### config.mk
export PLATFORM = sky130hd
export DESIGN_NAME = mem_access
export DESIGN_NICKNAME = d
export VERILOG_FILES = /design/src/rtl/mem_access.sv
export SDC_FILE = /design/constraint.sdc
export NUM_CORES = 1
export LEC_CHECK = 0
export ABC_CLOCK_PERIOD_IN_PS = 1850
export CORE_MARGIN = 8
export CORE_UTILIZATION = 40
export DETAILED_ROUTE_END_ITERATION = 10
export PLACE_DENSITY = 0.85
export RECOVER_POWER = 25
export SETUP_SLACK_MARGIN = 0.02
export SLEW_MARGIN = 20
export SYNTH_ARGS = -nofsm -noshare
export SYNTH_HDL_FRONTEND = slang
export SYNTH_SLANG_ARGS = --single-unit
### constraint.sdc
create_clock -name clock -period 1.85 [get_ports clock]
set_input_delay 0.2775 -clock clock [delete_from_list [all_inputs] [get_ports clock]]
set_output_delay 0.2775 -clock clock [all_outputs]
set_load 0.02 [all_outputs]
### src/rtl/mem_access.sv
// MEM pipeline stage: drives a handshaked data-memory port, stalls the pipeline
// while an access is outstanding and loads the MEM/WB register.
module mem_access #(
   parameter int unsigned ADDR_W   = 8,
   parameter int unsigned MAX_WAIT = 15
) (
   input  logic              clock,
   input  logic              reset,
   input  logic [31:0]       ip_ALU_result,
   input  logic [7:0]        ip_Add_result,
   input  logic [31:0]       ip_memory_write_data,
   input  logic [4:0]        ip_dest_reg,
   input  logic              ip_zero,
   input  logic              ip_branch,
   input  logic              ip_MemtoReg,
   input  logic              ip_RegWrite,
   input  logic              ip_read_en,
   input  logic              ip_write_en,
   output logic              dmem_req,
   output logic              dmem_we,
   output logic [ADDR_W-1:0] dmem_addr,
   output logic [31:0]       dmem_wdata,
   input  logic              dmem_ack,
   input  logic [31:0]       dmem_rdata,
   output logic              op_stall,
   output logic              op_PCSrc,
   output logic [7:0]        op_branch_target,
   output logic [31:0]       op_read_data,
   output logic [31:0]       op_ALU_result,
   output logic [4:0]        op_dest_reg,
   output logic              op_MemtoReg,
   output logic              op_RegWrite,
   output logic [31:0]       op_wb_data,
   output logic              op_bus_error
);

   localparam int unsigned CNT_W = (MAX_WAIT < 1) ? 1 : $clog2(MAX_WAIT + 1);

   typedef enum logic {S_IDLE, S_REQ} state_t;

   state_t           state, state_nxt;
   logic [CNT_W-1:0] wait_cnt, wait_cnt_nxt;
   logic             access;
   logic             ack_req;
   logic             timeout;
   logic             done;
   logic             unused_addr_bits;

   // Byte-offset and high address bits never reach the word-addressed memory.
   assign unused_addr_bits = ^{ip_ALU_result[1:0], ip_ALU_result[31:ADDR_W+2]};

   assign access  = ip_read_en | ip_write_en;
   assign ack_req = (state == S_REQ) & dmem_ack;
   assign timeout = (state == S_REQ) & ~dmem_ack & (wait_cnt == CNT_W'(MAX_WAIT));
   assign done    = ack_req | timeout;

   assign op_stall = ((state == S_IDLE) & access) |
                     ((state == S_REQ) & ~dmem_ack & ~timeout);

   assign op_PCSrc         = ip_branch & ip_zero;
   assign op_branch_target = ip_Add_result;
   assign op_wb_data       = op_MemtoReg ? op_read_data : op_ALU_result;

   always_ff @(posedge clock or negedge reset) begin
      if (!reset) begin
         state    <= S_IDLE;
         wait_cnt <= '0;
      end else begin
         state    <= state_nxt;
         wait_cnt <= wait_cnt_nxt;
      end
   end

   always_comb begin
      state_nxt    = state;
      wait_cnt_nxt = wait_cnt;
      case (state)
         S_IDLE: begin
            if (access) begin
               state_nxt    = S_REQ;
               wait_cnt_nxt = '0;
            end
         end
         S_REQ: begin
            if (done) begin
               state_nxt = S_IDLE;
            end else if (wait_cnt != CNT_W'(MAX_WAIT)) begin
               wait_cnt_nxt = wait_cnt + CNT_W'(1);
            end
         end
         default: state_nxt = S_IDLE;
      endcase
   end

   // Request fields are captured once on entry and held for the whole access.
   always_ff @(posedge clock or negedge reset) begin
      if (!reset) begin
         dmem_req   <= 1'b0;
         dmem_we    <= 1'b0;
         dmem_addr  <= '0;
         dmem_wdata <= '0;
      end else begin
         dmem_req <= (state_nxt == S_REQ);
         if ((state == S_IDLE) && access) begin
            dmem_we    <= ip_write_en;
            dmem_addr  <= ip_ALU_result[ADDR_W+1:2];
            dmem_wdata <= ip_memory_write_data;
         end
      end
   end

   // MEM/WB register: bubble while stalled, otherwise advance.
   always_ff @(posedge clock or negedge reset) begin
      if (!reset) begin
         op_read_data  <= '0;
         op_ALU_result <= '0;
         op_dest_reg   <= '0;
         op_MemtoReg   <= 1'b0;
         op_RegWrite   <= 1'b0;
         op_bus_error  <= 1'b0;
      end else begin
         if (op_stall) begin
            op_MemtoReg <= 1'b0;
            op_RegWrite <= 1'b0;
         end else begin
            op_ALU_result <= ip_ALU_result;
            op_dest_reg   <= ip_dest_reg;
            op_MemtoReg   <= ip_MemtoReg;
            op_RegWrite   <= ip_RegWrite;
            op_read_data  <= (ack_req && !dmem_we) ? dmem_rdata : 32'h0;
         end
         if (timeout) begin
            op_bus_error <= 1'b1;
         end
      end
   end

endmodule

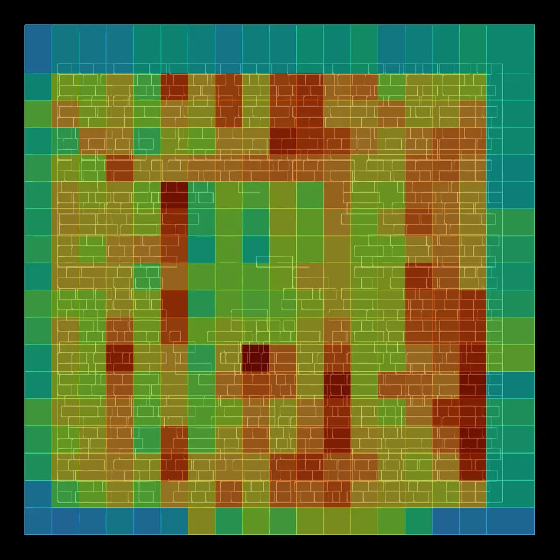
Run 1: routing congestion
wire length per cell: 22.43 µm
GRT Total Usage: 0.2070
met1 track demand over resource in global routing: 0.2140
final core utilization: 0.7143

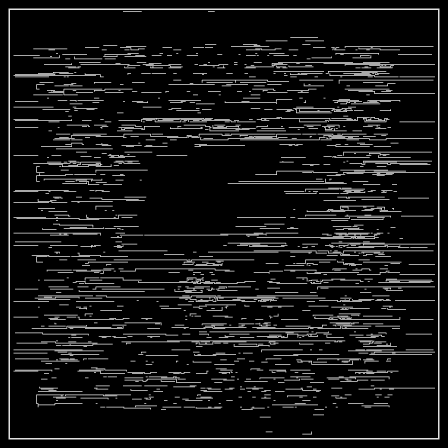
Run 1: signal wires on met1
The wires run mostly horizontal. The layer holds 37% of the routed length. The longest straight run is 51.1 µm.
final wirelength: 18460 µm
number of vias after detailed routing: 4180

==> impl_summary.log, run 1 <==
[report] implementation figures
INFO  metric post_synth.cell_area_avg = approximately 15 µm²
INFO  metric synth_warnings = 0
INFO  metric topRoutingLayerUsed = met4
INFO  metric final-hold-violation-count = 0
INFO  metric timing.hold.worst.class = input port to flip-flop
INFO  metric switching_pwr = 0.003252 W
INFO  metric inverters = 2
INFO  metric fmaxAchievable = approximately 510 MHz
INFO  metric mappedNetlistArea = between 0.005 and 0.006 mm²
INFO  metric postSynth.topFlopCell = sky130_fd_sc_hd__dfrtp_1
INFO  metric clk_share = 0.05969
INFO  metric layout_setup_ws = -99.63 ps
INFO  metric async_reset_ff_frac = 1.000
INFO  metric setup_viol = 28
INFO  metric synthTopLogicFamily = multiplexers
INFO  metric drive_gt1_frac = 0.3794
INFO  metric first_pass_iters = 4
INFO  metric design_area = roughly 0.0090 mm²
INFO  metric power.clock.fraction = 0.286
INFO  metric power = about 0.010 W
INFO  metric synth.cellmix.adderShare = 0.002426
INFO  metric final.fill_count = 891
INFO  metric timing.max_cap.violations = 0
INFO  metric synth-compound-area-share = 0.07132
INFO  metric timing.rr.end = op_ALU_result[20]$_DFFE_PN0N_
INFO  metric tapCellCount = 172
INFO  metric routed-wl-met2 = 9677 µm
INFO  metric initial_antenna_violation_count = 0
INFO  metric irDropWorstVdd = 0.0007570 V
INFO  metric tritoncts = done
INFO  metric global_route.peak_usage_layer = met2
INFO  metric timing_worst_slew_pin_value = 1143 ps
INFO  metric slew_headroom = 0.2380
INFO  metric power.group.top = combinational logic
INFO  metric placedCellCount = slightly below 800
INFO  metric io_pins = 274
INFO  metric power_combinational = around 0.0040 W
INFO  metric grt.overflow.total = 0
INFO  metric hold-worst-slack = between 400 and 500 ps
INFO  metric power_density = 1164 mW/mm²
INFO  metric cts_num_sinks = 118
INFO  metric cpMaxStageDelayCell = sky130_fd_sc_hd__dfrtp_2
INFO  metric failing_checks = negative setup slack
INFO  metric cts_post_setup_buffers_inserted = 5
INFO  metric ff2ff_setup_slack = 0 ps
INFO  metric run_status = finished, violations left
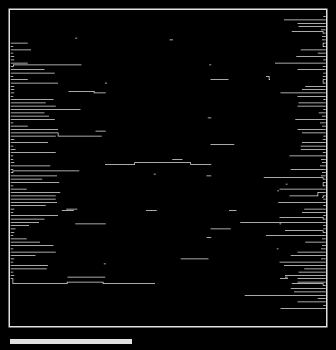
Run 1: signal wires on met3
Scale bar: 50 µm.
The layer carries 1670 µm of wire. The wires run mostly horizontal. The longest straight run is 34.7 µm. 167 nets have wire on it.
met3 routing resource usage after global routing: 0.07806

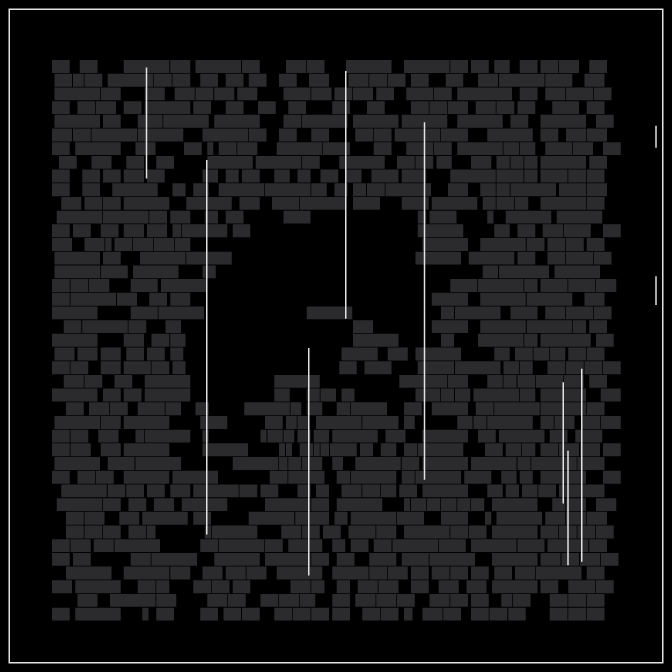
Run 1: signal wires on met4
The layer holds 1.9% of the routed length. The wires run mostly vertical. The layer carries 354 µm of wire.

-- run 1: worst min path at each step --
| stage | end | slack, ps | cells past startpoint | startpoint |
|---|---|---|---|---|
| after CTS | dmem_wdata[1]$_DFFE_PN0P_ | 410 | 3 | reset |
| after detailed placement | op_ALU_result[1]$_DFFE_PN0N_ | 310 | 2 | reset |
| final | op_MemtoReg$_DFF_PN0_ | 430 | 2 | ip_MemtoReg |
| after global routing | op_RegWrite$_DFF_PN0_ | 420 | 2 | ip_RegWrite |
| after global placement | dmem_wdata[5]$_DFFE_PN0P_ | 290 | 2 | reset |
| after floorplan | dmem_addr[0]$_DFFE_PN0P_ | -20 | 0 | reset |
==> inputs of run 2 (changes only) <==
--- a/config.mk
+++ b/config.mk
@@ -12,7 +12,7 @@
 export PLACE_DENSITY = 0.85
 export RECOVER_POWER = 25
 export SETUP_SLACK_MARGIN = 0.02
-export SLEW_MARGIN = 20
+export SLEW_MARGIN = 0
 export SYNTH_ARGS = -nofsm -noshare
 export SYNTH_HDL_FRONTEND = slang
 export SYNTH_SLANG_ARGS = --single-unit
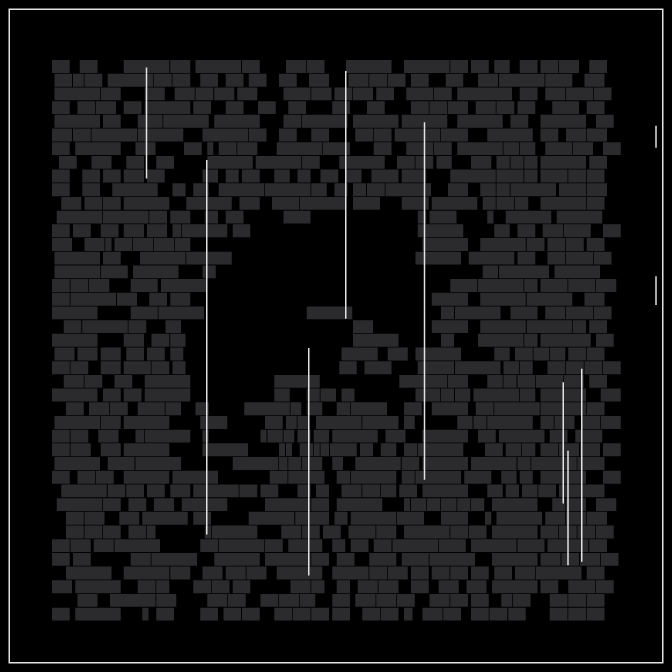
Run 2: signal wires on met4
The wires run mostly vertical. The longest straight run is 74.1 µm. 8 nets have wire on it. The layer holds 1.9% of the routed length. The layer carries 354 µm of wire.

==> impl_summary.log, run 2 <==
[report] implementation figures
INFO  metric postSynth.topFlopCell = sky130_fd_sc_hd__dfrtp_1 (unchanged)
INFO  metric cts_post_setup_buffers_inserted = 5 (unchanged)
INFO  metric startpoint_of_the_lowest_slack_hold_path = ip_MemtoReg (unchanged)
INFO  metric async_reset_ff_frac = 1.000 (unchanged)
INFO  metric global_route.usage.met3 = 0.07806 (unchanged)
INFO  metric drive_gt1_frac = 0.3794 (unchanged)
INFO  metric timing_worst_slew_pin_value = 1143 ps (unchanged)
INFO  metric worstHoldPathCells = 2 (unchanged)
INFO  metric timing.max_cap.violations = 0 (unchanged)
INFO  metric initial_antenna_violation_count = 0 (unchanged)
INFO  metric track_usage = 0.2070 (unchanged)
INFO  metric power.group.top = combinational logic (unchanged)
INFO  metric first_pass_iters = 4 (unchanged)
INFO  metric irDropWorstVdd = 0.0007570 V (unchanged)
INFO  metric power_density = 1164 mW/mm² (unchanged)
INFO  metric timing.rr.end = op_ALU_result[20]$_DFFE_PN0N_ (unchanged)
INFO  metric power_combinational = 0.00402 W (about the same)
INFO  metric synth-compound-area-share = 0.07132 (unchanged)
INFO  metric slew_headroom = 0.2380 (unchanged)
INFO  metric grt.overflow.total = 0 (unchanged)
INFO  metric setup_viol = 28 (unchanged)
INFO  metric vias = 4180 (unchanged)
INFO  metric synth_warnings = 0 (unchanged)
INFO  metric power.clock.fraction = 0.286 (about the same)
INFO  metric layout_setup_ws = -99.63 ps (unchanged)
INFO  metric cts_num_sinks = 118 (unchanged)
INFO  metric final.fill_count = 891 (unchanged)
INFO  metric ff2ff_setup_slack = 0 ps (about the same)
INFO  metric final-hold-violation-count = 0 (unchanged)
INFO  metric synthTopLogicFamily = multiplexers (unchanged)
INFO  metric tritoncts = done (unchanged)
INFO  metric timing.hold.worst.class = input port to flip-flop (unchanged)
INFO  metric mappedNetlistArea = 0.005157 mm² (unchanged)
INFO  metric routed-wl-met2 = 9677 µm (unchanged)
INFO  metric cpMaxStageDelayCell = sky130_fd_sc_hd__dfrtp_2 (unchanged)
INFO  metric route.detailed.wl_per_inst = 22.43 µm (unchanged)
INFO  metric fmaxAchievable = 512.9 MHz (unchanged)
INFO  metric failing_checks = negative setup slack (unchanged)
INFO  metric power_clock = 0.00300 W (about the same)
INFO  metric switching_pwr = 0.003252 W (unchanged)
INFO  metric post_synth.cell_area_avg = 14.57 µm² (unchanged)
INFO  metric run_status = finished, violations left (unchanged)
INFO  metric hold-worst-slack = 425.2 ps (unchanged)
INFO  metric global_route.peak_usage_layer = met2 (unchanged)
INFO  metric whs_endpoint = op_MemtoReg$_DFF_PN0_ (unchanged)
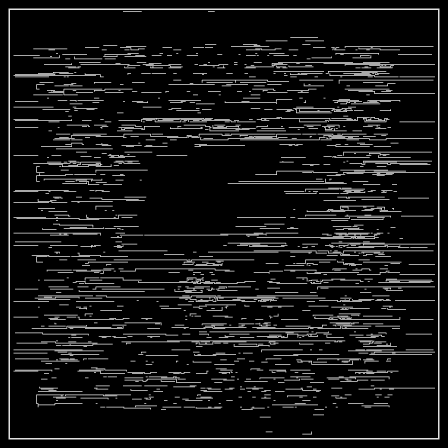
Run 2: signal wires on met1
The layer holds 37% of the routed length. The longest straight run is 51.1 µm. 677 nets have wire on it. The wires run mostly horizontal.

==> run 2: area by class of cell <==
type | instances | area share
inverter | 2 | 0.0008329
timing repair buffer | 299 | 0.3486
sequential | 118 | 0.3277
multi-input combinational | 201 | 0.2393
tap | 172 | 0.02388
clock buffer | 27 | 0.05469
clock inverter | 4 | 0.004997
==> run 2: through the flow <==
stage               instance area [µm²]  total power, W  TNS [ps]    util  std cells
floorplan                          5157        0.005200         0       -        354
global placement                   7988        0.007056     -8057  0.6330        772
detailed placement                 7988        0.007176    -10570  0.6330        772
CTS                                8676         0.01027     -2682  0.6875        813
global route                       9014         0.01093     -3723  0.7143        823
finish                             9014         0.01049     -1605  0.7143        823
No activity file was given, so power comes from the tool's default toggle rates.
